**src/rtl/muldiv_unit.sv**
```systemverilog
// muldiv_unit -- iterative RV32M multiply/divide unit.
//
// Takes the register-file read operands, computes one M-extension result over
// 32 radix-2 iterations and presents it on the register-file write port. The
// core stalls while Busy is high.
//
// Timing: the Start edge loads the operands and the counter (31). 32 CALC
// edges run the iterations. One more CALC edge forms the signed result into
// WriteData. FINISH then lasts one cycle and pulses Done.
//
// Optional feature: define MULDIV_EARLY_OUT_EN to let trivial cases go
// straight from IDLE to FINISH. The trivial cases are a divide by zero, signed
// divide overflow, and a multiply with a zero operand. Results do not change.
//
// Ports:
//   CLK           in   clock, all state on posedge
//   RST_n         in   asynchronous active-low reset
//   Start         in   request, sampled only in IDLE
//   Funct3[2:0]   in   000 MUL 001 MULH 010 MULHSU 011 MULHU
//                      100 DIV 101 DIVU 110 REM 111 REMU
//   Operand1      in   rs1 value
//   Operand2      in   rs2 value
//   Rd[4:0]       in   destination register index
//   Busy          out  high in CALC and FINISH
//   Done          out  one-cycle pulse in FINISH
//   WriteData     out  result, held until the next FINISH
//   WriteAddress  out  captured Rd
//   WriteEn       out  Done and captured Rd non-zero
module muldiv_unit #(
    parameter int XLEN  = 32,
    parameter int CNT_W = 5
) (
    input  logic            CLK,
    input  logic            RST_n,
    input  logic            Start,
    input  logic [2:0]      Funct3,
    input  logic [XLEN-1:0] Operand1,
    input  logic [XLEN-1:0] Operand2,
    input  logic [4:0]      Rd,
    output logic            Busy,
    output logic            Done,
    output logic [XLEN-1:0] WriteData,
    output logic [4:0]      WriteAddress,
    output logic            WriteEn
);

    typedef enum logic [1:0] {S_IDLE, S_CALC, S_FINISH} state_t;

    localparam logic [XLEN-1:0] MIN_NEG = {1'b1, {(XLEN-1){1'b0}}};

    state_t            state, state_nxt;
    logic [CNT_W-1:0]  cnt;
    logic              drain;        // all iterations done, result forms next edge
    logic [2:0]        f3_r;
    logic              sa_r, sb_r, dz_r;
    logic [XLEN-1:0]   hi_r, lo_r, b_r;

    // Final sign fix-up and result selection. The accumulator holds either
    // the unsigned product {hi,lo} or the quotient (lo) and remainder (hi).
    function automatic logic [XLEN-1:0] form_result(
        input logic [2:0]      f3,
        input logic            sa,
        input logic            sb,
        input logic            dz,
        input logic [XLEN-1:0] hi,
        input logic [XLEN-1:0] lo
    );
        logic [2*XLEN-1:0] p;
        logic [XLEN-1:0]   q, r;
        p = {hi, lo};
        if (sa ^ sb) p = -p;
        q = (sa ^ sb) ? -lo : lo;
        if (dz) q = '1;              // divide by zero: all ones, whatever the signs
        r = sa ? -hi : hi;           // remainder follows the dividend
        case (f3)
            3'b000:  form_result = p[XLEN-1:0];
            3'b001,
            3'b010,
            3'b011:  form_result = p[2*XLEN-1:XLEN];
            3'b100,
            3'b101:  form_result = q;
            default: form_result = r;
        endcase
    endfunction

    function automatic logic [XLEN-1:0] magnitude(input logic [XLEN-1:0] v, input logic neg);
        magnitude = neg ? -v : v;
    endfunction

    // Operand decode. Only negative values of signed operands get negated.
    logic            start_acc;
    logic            in_sa, in_sb, neg_a, neg_b, in_dz, in_ovf;
    logic [XLEN-1:0] abs_a, abs_b;
    logic            early_out;
    logic [XLEN-1:0] early_hi, early_lo;

    assign start_acc = (state == S_IDLE) && Start;
    assign in_sa     = Funct3[2] ? !Funct3[0] : (Funct3[1:0] != 2'b11);
    assign in_sb     = Funct3[2] ? !Funct3[0] : !Funct3[1];
    assign neg_a     = in_sa && Operand1[XLEN-1];
    assign neg_b     = in_sb && Operand2[XLEN-1];
    assign abs_a     = magnitude(Operand1, neg_a);
    assign abs_b     = magnitude(Operand2, neg_b);
    assign in_dz     = (Operand2 == '0);
    assign in_ovf    = !Funct3[0] && (Operand1 == MIN_NEG) && (Operand2 == '1);

    // Accumulator contents the full path would reach for the trivial cases.
    assign early_hi  = (Funct3[2] && in_dz) ? abs_a : '0;
    assign early_lo  = !Funct3[2] ? '0 : (in_dz ? '1 : MIN_NEG);

`ifdef MULDIV_EARLY_OUT_EN
    assign early_out = Funct3[2] ? (in_dz || in_ovf)
                                 : ((Operand1 == '0) || (Operand2 == '0));
`else
    assign early_out = 1'b0 & in_ovf;
`endif

    // Single iteration step, shared registers for both operations.
    logic [XLEN:0] mul_sum, div_sh, div_diff;
    logic          div_ok;

    assign mul_sum  = {1'b0, hi_r} + (lo_r[0] ? {1'b0, b_r} : '0);
    assign div_sh   = {hi_r, lo_r[XLEN-1]};
    assign div_diff = div_sh - {1'b0, b_r};
    assign div_ok   = !div_diff[XLEN];

    always_ff @(posedge CLK or negedge RST_n) begin
        if (!RST_n) state <= S_IDLE;
        else        state <= state_nxt;
    end

    always_comb begin
        state_nxt = state;
        case (state)
            S_IDLE:   if (Start) state_nxt = early_out ? S_FINISH : S_CALC;
            S_CALC:   if (drain) state_nxt = S_FINISH;
            S_FINISH: state_nxt = S_IDLE;
            default:  state_nxt = S_IDLE;
        endcase
    end

    // Control and write-port registers.
    always_ff @(posedge CLK or negedge RST_n) begin
        if (!RST_n) begin
            cnt          <= '0;
            drain        <= 1'b0;
            f3_r         <= '0;
            sa_r         <= 1'b0;
            sb_r         <= 1'b0;
            dz_r         <= 1'b0;
            WriteAddress <= '0;
            WriteData    <= '0;
        end else if (start_acc) begin
            cnt          <= '1;
            drain        <= 1'b0;
            f3_r         <= Funct3;
            sa_r         <= neg_a;
            sb_r         <= neg_b;
            dz_r         <= in_dz;
            WriteAddress <= Rd;
            if (early_out)
                WriteData <= form_result(Funct3, neg_a, neg_b, in_dz, early_hi, early_lo);
        end else if (state == S_CALC) begin
            if (drain)
                WriteData <= form_result(f3_r, sa_r, sb_r, dz_r, hi_r, lo_r);
            else if (cnt == '0)
                drain <= 1'b1;
            else
                cnt <= cnt - CNT_W'(1);
        end
    end

    // Datapath registers: shift-add multiply / restoring divide.
    always_ff @(posedge CLK) begin
        if (start_acc) begin
            hi_r <= '0;
            lo_r <= abs_a;
            b_r  <= abs_b;
        end else if (state == S_CALC && !drain) begin
            if (!f3_r[2]) begin
                hi_r <= mul_sum[XLEN:1];
                lo_r <= {mul_sum[0], lo_r[XLEN-1:1]};
            end else begin
                hi_r <= div_ok ? div_diff[XLEN-1:0] : div_sh[XLEN-1:0];
                lo_r <= {lo_r[XLEN-2:0], div_ok};
            end
        end
    end

    assign Busy    = (state != S_IDLE);
    assign Done    = (state == S_FINISH);
    assign WriteEn = Done && (WriteAddress != '0);

endmodule

```
**config.mk**
```make
export PLATFORM = sky130hd
export DESIGN_NAME = muldiv_unit
export DESIGN_NICKNAME = d
export VERILOG_FILES = /design/src/rtl/muldiv_unit.sv
export SDC_FILE = /design/constraint.sdc
export NUM_CORES = 1
export LEC_CHECK = 0
export ABC_CLOCK_PERIOD_IN_PS = 4900
export CAP_MARGIN = 20
export CORE_AREA = 3 3 153 155
export CTS_BUF_LIST = sky130_fd_sc_hd__clkbuf_4
export DETAILED_ROUTE_END_ITERATION = 7
export DIE_AREA = 0 0 156 158
export PLACE_DENSITY = 0.82
export SLEW_MARGIN = 30
export SYNTH_ARGS = -nofsm -noshare
export SYNTH_HDL_FRONTEND = slang
export SYNTH_SLANG_ARGS = --single-unit
```
**constraint.sdc**
```tcl
create_clock -name CLK -period 4.9 [get_ports CLK]
set_input_delay 1.225 -clock CLK [delete_from_list [all_inputs] [get_ports CLK]]
set_output_delay 1.225 -clock CLK [all_outputs]
set_load 0.02 [all_outputs]
```
### Metal 3, run 1

Bar = 50 µm.
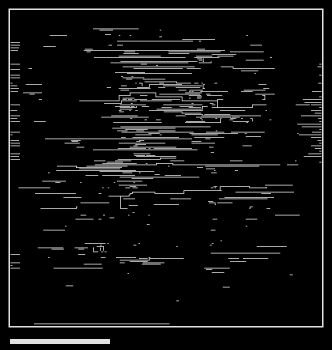
The wires run mostly horizontal. The layer holds 8.5% of the routed length. The layer carries 3,440 µm of wire.
routed vias: 13,400
DRT Wirelength: 40,700 µm
met3 Track Usage GR: 5.33%

### Routing congestion map, run 1

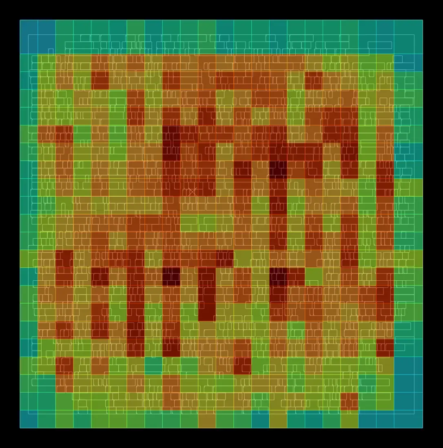
Total GRT Usage: 32.6%
final core occ: 68.8%
global routing's busiest layer: met2
routing usage on met2: 52.9%
Routed wire per std cell: 20.0 µm

### Signal wires on met2, run 1

Bar = 50 µm. Cells faint in the background.
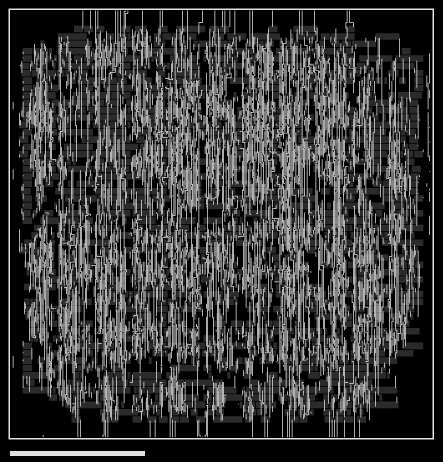
The longest straight run is 40.8 µm. 1,613 nets have wire on it. The layer holds 45% of the routed length. The layer carries 18,500 µm of wire.

==> deck_impl_summary.md, run 1 <==
Synthesis and Place & Route Summary

Critical path
  • Critical-path top delay cell: edfxtp_1
  • Crit end category: flop
  • Worst Path Arrival: 4.63 ns
  • Top delay family on crit path: AND-OR/OR-AND gates
  • CP Class: reg2reg
  • Critical Path RT: around 5.4 ns

Final timing
  • Final Max Tran Viols: 0
  • Min cycle time layout: about 4.1 ns
  • WHS: about 0.5 ns
  • Worst slew pin tran: ~0.95 ns
  • Setup violations, final: 0
  • PnR worst setup slack: slightly below 0.8 ns
  • Layout Skew: about 0.032 ns
  • Fin Setup TNS: 0 ns
  • Slew margin rel.: a little over a third
  • Unrepaired setup endpoints after global routing: no

Route
  • DRC Markers: 1
  • DRT Pass-1 Iters: 8

Worst hold path
  • Hold Crit Class: reg2reg

Yosys
  • Yosys xor share: about an eighth
  • Count leader, synth: nand2_1
  • Seq cells post-synth: about 150
  • Ys flop type: edfxtp_1
  • Synth Seq Share: between 20 and 30%
  • Syn Nets: approximately 1,800
  • Yosys aoi share: 24.7%
  • Largest area contributor in the netlist: edfxtp_1

Floorplanning
  • Height of the die: 158 µm
  • Row count: approximately 54
  • I/O pin count: 115
  • Core Area: approximately 22,000 µm²

Status
  • Failing checks: design-rule violations
  • Outcome: finished with violations

GRT
  • Gr ovfl total: 0
  • First-pass GRT wire length: approximately 65,000 µm

CTS
  • Reg clk slew, reported paths: ~0.15 ns
  • Clock sinks: 147
  • CTS Root Buffer Type: clkbuf_4

Flow run
  • # Max-Cap Violations: 0

Finish
  • Register Area: between 3000 and 4000 µm²
  • Logic area: 9030 µm²
  • Final Cell Area: 15,100 µm²

Placed design
  • HPWL after DPL: 30,600 µm

Pwr
  • Worst VDD drop: between 0.3 and 0.4 mV
[run 1: area by class of cell]
cell class | instances | area share (%)
Clock inverter | 15 | 0.969
Clock buffer | 17 | 0.845
Tap cell | 280 | 2.32
Inverter | 70 | 1.75
Antenna cell | 1 | 0.0166
Multi-Input combinational cell | 1371 | 59.8
Sequential cell | 147 | 25.4
Timing Repair Buffer | 138 | 8.88
[run 1: worst paths after layout]
kind                            slack [ns]              end  cells past startpoint     startpoint
worst max-delay path                  0.77         hi_r[19]                     15       lo_r[31]
worst min-delay path                  0.49    WriteData[27]                      2  WriteData[27]
min in group asynchronous             0.56    WriteData[30]                      1          RST_n
max in group asynchronous             3.49  WriteAddress[1]                      2          RST_n
worst max register to register        0.77         hi_r[19]                     15       lo_r[31]
worst min register to register        0.49    WriteData[27]                      2  WriteData[27]
[run 1: where the power goes]
| group | total [mW] | internal, mW | leakage, nW | switching, mW |
|---|---|---|---|---|
| sequential | 2.84 | 1.95 | 1.50 | 0.884 |
| clock | 0.808 | 0.267 | 0.147 | 0.541 |
| combinational | 8.00 | 3.28 | 4.43 | 4.71 |
[run 1: layer usage]
metal | global-route usage [%] | wire length, µm
met1 | 44.2 | 17400
met5 | 0 | 0
met3 | 5.33 | 3440
met4 | 11.3 | 1380
met2 | 52.9 | 18500
[run 1: placed cells by master (no fill, tap or decap), drive strengths merged, types with 16 or more instances in the layout]
cell type      synthesis  final
a21o                  31     31
a21oi                124    124
a31oi                 23     23
buf                   11     25
clkbuf                87     17
clkdlybuf4s50          0    113
dfrtp                 51     51
dfxtp                 32     32
edfxtp                64     64
ha                    70     70
inv                   69     76
mux2i                 47     47
nand2                190    190
nand3                 18     18
nand4                 16     16
nor2                 149    149
nor3                  30     30
nor4                  16     16
o21ai                175    175
o221ai                22     22
o31ai                 30     30
or3                   29     29
xnor2                125    125
xor2                  73     73
[run 1: worst register-to-register path, cell delays in order (launching register included)]
cell      delay [ns]
edfxtp_1        0.55
inv_1           0.15
ha_1            0.21
fa_1            0.21
nand2b_1        0.18
a21oi_1         0.10
a211oi_1        0.51
o31ai_1         0.15
buf_4           0.18
a311o_1         0.32
a21oi_1         0.35
xnor2_4         0.25
buf_4           0.32
mux2_2          0.36
a21oi_1         0.15
nor2_1          0.06
[run 1: stage by stage]
step                      total power [mW]  util [%]  cells
final                                 11.6      68.8   2039
after global routing                  12.5      68.8   2039
after CTS                             11.4      68.8   2038
after detailed placement              10.6      67.5   2006
after global placement                10.4      67.5   2006
after floorplan                       8.32         -   1686
[run 1: logic make-up after synthesis]
kind of cell,after synthesis
compound gates,525
xor+xnor,198
fa+ha+maj,72
buf+inv,168
flops,147
mux,53
simple gates,523
[run 1: sequential cells by signal, summed over array words and instances (netlist names)]
signal        count
sb_r              1
state             2
cnt               5
WriteData        32
b_r              32
sa_r              1
dz_r              1
drain             1
f3_r              3
lo_r             32
hi_r             32
WriteAddress      5
==> run 1 -> run 2 <==
--- a/config.mk
+++ b/config.mk
@@ -5,7 +5,7 @@
 export SDC_FILE = /design/constraint.sdc
 export NUM_CORES = 1
 export LEC_CHECK = 0
-export ABC_CLOCK_PERIOD_IN_PS = 4900
+export ABC_CLOCK_PERIOD_IN_PS = 4100
 export CAP_MARGIN = 20
 export CORE_AREA = 3 3 153 155
 export CTS_BUF_LIST = sky130_fd_sc_hd__clkbuf_4
==> constraint.sdc (replaced) <==
create_clock -name CLK -period 4.1 [get_ports CLK]
set_input_delay 1.025 -clock CLK [delete_from_list [all_inputs] [get_ports CLK]]
set_output_delay 1.025 -clock CLK [all_outputs]
set_load 0.02 [all_outputs]
==> run 2 against run 1 <==
Against the previous run: the run now ends clean; combinational power is 25% higher; highest routed layer unchanged; cell area increased by 1.8%; maximum frequency grew 4.8%; largest cell class unchanged; register-to-register slack lost 0.61 ns; area after synthesis unchanged; die size is the same; critical path depth is 1 lower; synthesized cell count did not move; sequential share of layout area decreased by 0.46 points.
==> deck_impl_summary.md, run 2 <==
Synthesis and Place & Route Summary

Final timing
  • Final Max Tran Viols: 0 (unchanged)
  • Unrepaired setup endpoints after global routing: no
  • WHS: 0.495 ns (-0.0000490 ns)
  • Layout Skew: 0.0216 ns (-0.0100 ns)
  • Slew margin rel.: 33.3% (-3.3 points)
  • Worst slew pin tran: 0.997 ns (+0.0452 ns)
  • Fin Setup TNS: 0 ns (unchanged)
  • PnR worst setup slack: 0.161 ns (-0.612 ns)

Flow run
  • # Max-Cap Violations: 0 (unchanged)

Status
  • Outcome: finished, final reports clean

Route
  • DRT Pass-1 Iters: 6 (-2)
  • DRC Markers: 0 (-1)

Placed design
  • HPWL after DPL: 31,200 µm (+1.8%)

Finish
  • Top Layout Cells: nand2_1, o21ai_0, nor2_1
  • Most frequent logic cell in the layout: nand2_1

Yosys
  • Count leader, synth: nand2_1
  • Syn Nets: 1,833 (unchanged)
  • Ys flop type: edfxtp_1
  • Largest area contributor in the netlist: edfxtp_1
  • Synth Seq Share: 28.5% (unchanged)

Floorplanning
  • Core Area: 22,000 µm² (unchanged)
  • Row count: 54 (unchanged)
  • I/O pin count: 115 (unchanged)

CTS
  • Reg clk slew, reported paths: 0.15 ns (about the same)
  • Clock sinks: 147 (unchanged)

Worst hold path
  • Hold Crit Class: reg2reg

GRT
  • First-pass GRT wire length: 64,600 µm (-0.11%)
  • Global routing's busiest layer: met2
  • Met3 Track Usage GR: 6.12% (+0.79 points)

Critical path
  • R2R Setup Slk: 0.16 ns (-0.61 ns)
  • Critical Path RT: 4.57 ns (-0.84 ns)
  • Crit end category: flop
  • CP Class: reg2reg

Pwr
  • Worst VDD drop: 0.437 mV (+11%)
run 2: worst max-delay path: stages, from the launching register on:
cell and delay, ns:
edfxtp_1 0.41, inv_1 0.11, ha_1 0.22, fa_1 0.22
nand2b_1 0.18, a21oi_1 0.09, a211oi_1 0.62, o31ai_1 0.28
a311o_1 0.38, a21oi_1 0.33, xnor2_4 0.23, buf_12 0.20
mux2_2 0.34, a21oi_1 0.14, a21oi_1 0.08
run 2: through the flow:
stage               total power, mW  instances
floorplan                      9.94       1686
detailed placement             12.9       2041
global route                   15.1       2074
finish                         14.1       2074
CTS                            13.9       2073
global placement               12.7       2041
run 2: where the power goes:
group / switching [mW] / internal [mW] / total (mW)
logic: 5.89 / 4.11 / 10.0
clock network: 0.609 / 0.322 / 0.930
registers: 0.842 / 2.34 / 3.18
run 2: cell families (layout without fill, tap and decap cells):
family	Yosys count	in the layout	synth area share, %
other cells	0	1	0
fa+ha+maj	72	72	6.80
buf+inv	168	275	4.74
simple gates	523	523	18.3
mux	53	53	4.00
xor+xnor	198	198	12.9
flops	147	147	28.5
compound gates	525	525	24.7
run 2: per-layer routing:
metal	share of wire, %	vias up	wire length [µm]
met1	42	6349	17300
met2	45	647	18400
met5	0	-	0
li1	-	6311	-
met3	8.4	118	3450
met4	3.9	0	1590
run 2: path summary, 6_finish.rpt:
check                                   start  cells after the start             to
worst min register to register  WriteData[13]                      1  WriteData[13]
min in group asynchronous               RST_n                      1          drain
worst max-delay path                 lo_r[31]                     14        hi_r[6]
max in group asynchronous               RST_n                      2        f3_r[2]
worst min-delay path            WriteData[13]                      1  WriteData[13]
worst max register to register       lo_r[31]                     14        hi_r[6]
run 2: cell type report:
cell class                      count  area (µm²)
Fill cell                        1769        6580
Antenna cell                        1        2.50
Clock buffer                       20         150
Sequential cell                   147        3840
Clock inverter                     12         106
Tap cell                          280         350
Inverter                           70         264
Timing Repair Buffer              173        1640
Multi-Input combinational cell   1371        9030
### Met1 routing, run 2

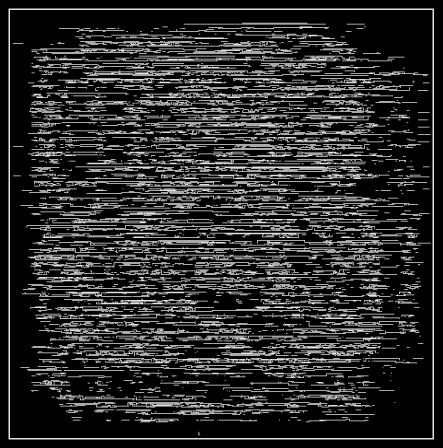
1,760 nets have wire on it. The longest straight run is 52.4 µm. The layer carries 17,300 µm of wire. The wires run mostly horizontal.
routed vias: 13,400
DRT Wirelength: 40,800 µm

### Signal wires on met2, run 2

Bar = 50 µm. Cells faint in the background.
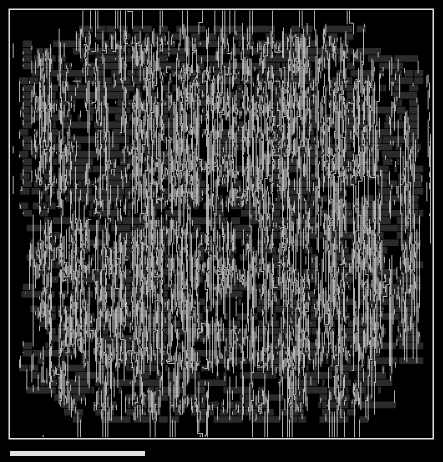
The layer carries 18,400 µm of wire. The wires run mostly vertical. The longest straight run is 53.0 µm.
routing usage on met2: 53.5%

### Routing congestion map, run 2

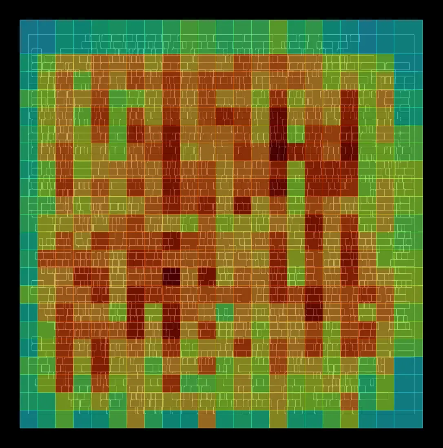
final core occ: 70.0%
Total GRT Usage: 32.7%
met1 Use GR: 43.3%

Power and IR drop assume default switching activity.
